`config.mk`:
```
export PLATFORM = sky130hd
export DESIGN_NAME = dw_write_ctrl
export DESIGN_NICKNAME = d
export VERILOG_FILES = /design/src/rtl/uaz8_dw_pkg.sv /design/src/rtl/dw_timeout_cnt.sv /design/src/rtl/dw_write_ctrl.sv
export SDC_FILE = /design/constraint.sdc
export NUM_CORES = 1
export LEC_CHECK = 0
export ABC_AREA = 1
export CAP_MARGIN = 20
export CORE_MARGIN = 5
export CORE_UTILIZATION = 45
export DETAILED_ROUTE_END_ITERATION = 10
export PLACE_DENSITY_LB_ADDON = 0.2
export SLEW_MARGIN = 10
export SYNTH_ARGS = -nofsm -noshare
export SYNTH_HDL_FRONTEND = slang
export SYNTH_SLANG_ARGS = --single-unit
```
`constraint.sdc`:
```
create_clock -name i_clk -period 1.05 [get_ports i_clk]
set_input_delay 0.21 -clock i_clk [delete_from_list [all_inputs] [get_ports i_clk]]
set_output_delay 0.21 -clock i_clk [all_outputs]
set_load 0.005 [all_outputs]
```
`src/rtl/uaz8_dw_pkg.sv`:
```
// Shared DW source-select codes and write-back FSM state encoding.
// Used by the DW source mux and by dw_write_ctrl.
package uaz8_dw_pkg;

  localparam logic [2:0] SEL_R0   = 3'b000;
  localparam logic [2:0] SEL_BUS  = 3'b001;
  localparam logic [2:0] SEL_NUM  = 3'b010;
  localparam logic [2:0] SEL_ADDR = 3'b011;
  localparam logic [2:0] SEL_RY   = 3'b100;

  typedef enum logic [1:0] {
    ST_IDLE     = 2'd0,
    ST_BUS_WAIT = 2'd1,
    ST_WRITE    = 2'd2
  } dw_state_e;

  // Codes above SEL_RY have no DW source behind them.
  function automatic logic op_is_legal(input logic [2:0] op);
    return (op <= SEL_RY);
  endfunction

endpackage

```
`src/rtl/dw_timeout_cnt.sv`:
```
// Bus-wait timeout counter: clear/enable, saturates at TIMEOUT_CYC-1, 1-cycle registered count.
// No backpressure; o_tc is combinational from the count register.
module dw_timeout_cnt
  import uaz8_dw_pkg::*;
#(
  parameter int TIMEOUT_CYC = 15
) (
  input  logic i_clk,
  input  logic i_rst,
  input  logic i_clr,
  input  logic i_en,
  output logic o_tc
);

  localparam int CW = $clog2(TIMEOUT_CYC + 1);
  localparam logic [CW-1:0] TC_VAL = CW'(TIMEOUT_CYC - 1);

  logic [CW-1:0] r_cnt;

  always_ff @(posedge i_clk) begin
    if (i_rst || i_clr) begin
      r_cnt <= '0;
    end else if (i_en && (r_cnt != TC_VAL)) begin
      r_cnt <= r_cnt + CW'(1);
    end
  end

  assign o_tc = (r_cnt == TC_VAL);

endmodule

```
`src/rtl/dw_write_ctrl.sv`:
```
// Register-file write-back sequencer: 1-cycle latency for direct sources, bus loads wait for ack/timeout.
// i_start is ignored while o_busy (BUS_WAIT); all outputs are registered.
module dw_write_ctrl
  import uaz8_dw_pkg::*;
#(
  parameter int REG_AW      = 3,
  parameter int TIMEOUT_CYC = 15
) (
  input  logic              i_clk,
  input  logic              i_rst,
  input  logic              i_start,
  input  logic [2:0]        i_op,
  input  logic [REG_AW-1:0] i_rd,
  input  logic              i_bus_ack,
  output logic [2:0]        o_sel_dw,
  output logic              o_reg_we,
  output logic [REG_AW-1:0] o_reg_waddr,
  output logic              o_bus_rd,
  output logic              o_busy,
  output logic              o_done,
  output logic              o_err
);

  dw_state_e         r_state;
  dw_state_e         w_nxt_state;
  logic [2:0]        r_op;
  logic [REG_AW-1:0] r_rd;

  logic [2:0]        w_nxt_sel;
  logic [REG_AW-1:0] w_nxt_waddr;
  logic              w_nxt_we;
  logic              w_nxt_bus_rd;
  logic              w_nxt_err;
  logic              w_latch;
  logic              w_cnt_clr;
  logic              w_cnt_en;
  logic              w_tc;

  dw_timeout_cnt #(
    .TIMEOUT_CYC (TIMEOUT_CYC)
  ) u_timeout_cnt (
    .i_clk (i_clk),
    .i_rst (i_rst),
    .i_clr (w_cnt_clr),
    .i_en  (w_cnt_en),
    .o_tc  (w_tc)
  );

  always_ff @(posedge i_clk) begin
    if (i_rst) begin
      r_state <= ST_IDLE;
    end else begin
      r_state <= w_nxt_state;
    end
  end

  always_comb begin
    w_nxt_state  = ST_IDLE;
    w_nxt_sel    = o_sel_dw;
    w_nxt_waddr  = o_reg_waddr;
    w_nxt_we     = 1'b0;
    w_nxt_bus_rd = 1'b0;
    w_nxt_err    = 1'b0;
    w_latch      = 1'b0;
    w_cnt_clr    = 1'b0;
    w_cnt_en     = 1'b0;

    case (r_state)
      ST_IDLE, ST_WRITE: begin
        if (i_start) begin
          w_latch = 1'b1;
          if (i_op == SEL_BUS) begin
            w_nxt_state  = ST_BUS_WAIT;
            w_nxt_bus_rd = 1'b1;
            w_nxt_sel    = SEL_BUS;
            w_cnt_clr    = 1'b1;
          end else if (op_is_legal(i_op)) begin
            w_nxt_state = ST_WRITE;
            w_nxt_we    = 1'b1;
            w_nxt_sel   = i_op;
            w_nxt_waddr = i_rd;
          end else begin
            w_nxt_err = 1'b1;
          end
        end
      end
      ST_BUS_WAIT: begin
        // Ack takes priority over a timeout on the same cycle.
        if (i_bus_ack) begin
          w_nxt_state = ST_WRITE;
          w_nxt_we    = 1'b1;
          w_nxt_sel   = r_op;
          w_nxt_waddr = r_rd;
        end else if (w_tc) begin
          w_nxt_err = 1'b1;
        end else begin
          w_nxt_state  = ST_BUS_WAIT;
          w_nxt_bus_rd = 1'b1;
          w_cnt_en     = 1'b1;
        end
      end
      default: w_nxt_state = ST_IDLE;
    endcase
  end

  always_ff @(posedge i_clk) begin
    if (i_rst) begin
      r_op        <= SEL_R0;
      r_rd        <= '0;
      o_sel_dw    <= SEL_R0;
      o_reg_waddr <= '0;
      o_reg_we    <= 1'b0;
      o_done      <= 1'b0;
      o_bus_rd    <= 1'b0;
      o_busy      <= 1'b0;
      o_err       <= 1'b0;
    end else begin
      if (w_latch) begin
        r_op <= i_op;
        r_rd <= i_rd;
      end
      o_sel_dw    <= w_nxt_sel;
      o_reg_waddr <= w_nxt_waddr;
      o_reg_we    <= w_nxt_we;
      o_done      <= w_nxt_we;
      o_bus_rd    <= w_nxt_bus_rd;
      o_busy      <= (w_nxt_state == ST_BUS_WAIT);
      o_err       <= w_nxt_err;
    end
  end

endmodule

```
Figure 1. Clock network drawn from the DEF.
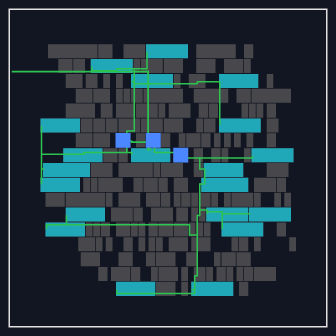
- blue: cells driving clock nets (count 3)
- cyan: flip-flops (count 20)
- green: clock wires (length 239 um)
- routed clock nets: 4
clk_lat worst skew: 0.30 ns
clock share of power: 23.8%
clock group total power: 363 uW

Figure 2. Selected gate families.
Bar = 20 um.
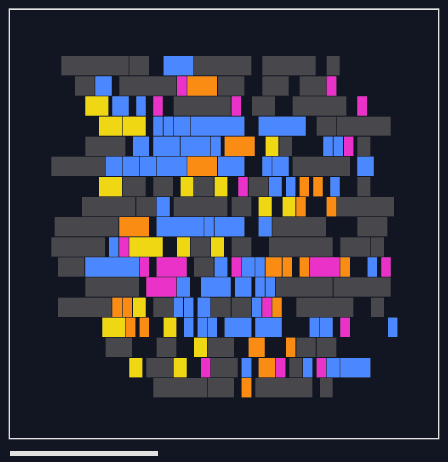
- blue: NAND gates (cells 58; most used nand2_1)
- orange: NOR gates (cells 21; most used nor2_1)
- yellow: inverting AOI/OAI gates (cells 18)
- magenta: inverters (cells 19; most used inv_1)
Top cell excl fill/tap: nand2_1
Comb area share: 43.1%

==> results_dict.tcl <==
# flow metrics
set metrics [dict create \
    grt_overflow_total 0 \
    drc 0 \
    r2r_start "u_timeout_cnt.r_cnt[0]" \
    num-fill-cells 172 \
    largest_register "u_timeout_cnt.r_cnt" \
    core_area_um2 2190 \
    drv_slew 0 \
    hold_depth 2 \
    cap_violations 0 \
    hold_violations 0 \
    clkbuf_count 3 \
    rrSetupSlack_ns -0.07 \
    maxSlewHeadroom_pct 79.8 \
    ys_ff 20 \
    maxUsedRoutingLayer "met4" \
    endpoint_kind "flip-flop" \
    design_power_total_uw 1520 \
    dp_slack_ns -0.335 \
    violations "negative setup slack" \
    largest_reg_flops 4 \
    die_x_um 57.9 \
    nonClkBufAreaFrac_pct 19.9 \
    synth_top_cell_by_count "nand2_1" \
    drive_gt1_share_pct 46.1 \
    cts_tree "yes" \
    switching_power_uw 432 \
    yosys-top-cells-area "dfxtp_1 39%, nand2_1 12%, nor2_1 6.6%" \
    nNetsFinal 192 \
    antenna_found_initial 0 \
    timing.final.ws_setup_ns -0.0671 \
    critPathLaunch "u_timeout_cnt.r_cnt[0]" \
    synth_stat.cells 142 \
    sh_seq_area_pct 27.2 \
    syn_area_per_cell_um2 7.26 \
    status "complete, but fails checks" \
    final-clk-cell-share_pct 1.46 \
    grt_max_degree 13 \
    swShare_pct 28.4 \
    ys_chip_area_um2 1030 \
    antenna_left 0 \
    finalSetupViolations 11 \
    vias_per_cell 4.96 \
    inv_count 19 \
    syn_nets 154 \
    grt_setup_unrepaired "yes" \
    postSynthSeqShare_pct 38.8 \
    top_power_group "registers" \
    p_comb_share_pct 22.0 \
    min_to "r_rd[2]" \
    drtPass1Iterations 4 \
    whs_ns 0.454 \
    chipArea_um2 3350 \
    taps 28 \
    num_antenna_cells 0 \
    flops 20 \
    placed_area_um2 1350 \
    edf_count 0 \
    num_rows 17 \
    warnings 29 \
]
Figure 3. Cells by drive strength.
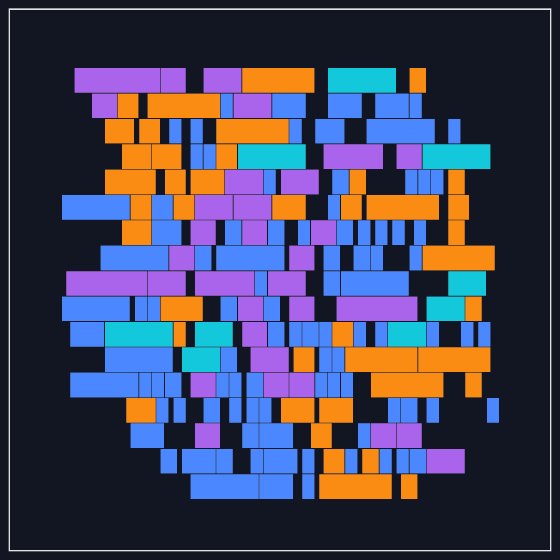
- orange: drive 2 (cells 41)
- cyan: drive 6 and up (cells 9; most used inv_8)
- purple: drive 3 to 4 (cells 32; most used buf_4)
- blue: drive 1 or less (cells 96; most used nand2_1)
setup ws final: -0.0671 ns
final instance area: 1540 um2
nonclk buf count: 36
Area growth syn-to-layout: 49.6%

Figure 4. Routing congestion map.
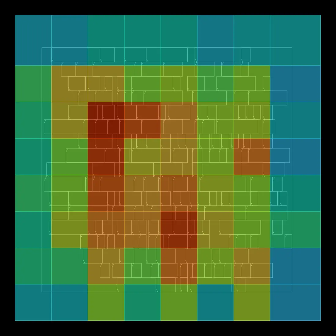
GRT met3 Usage: 3.56%
met2 Use GR: 28.2%
GRT Total Usage: 16.7%

[repair_timing]
action / 4_1_cts / 5_1_grt
setup endpoints to repair: 26 / 30
gates resized: 65 / 31
pin swaps: 10 / 13
hold buffers: 0 / 0
buffers inserted: 6 / 1
[worst max-delay path: stages, from the launching register on]
cell     delay, ns
dfxtp_2       0.37
inv_2         0.06
ha_4          0.17
nand2_4       0.07
nor2_4        0.04
nor2_4        0.14
nand2_1       0.10
a21oi_2       0.11
[kinds of logic after synthesis]
| group | after synthesis | synth area share, % |
|---|---|---|
| simple gates | 79 | 39.0 |
| xor+xnor | 1 | 0.850 |
| compound gates | 18 | 8.98 |
| flops | 20 | 38.8 |
| buf+inv | 22 | 9.95 |
| fa+ha+maj | 2 | 2.43 |
Power figures rest on the tool's default switching activity, not on a simulated workload.
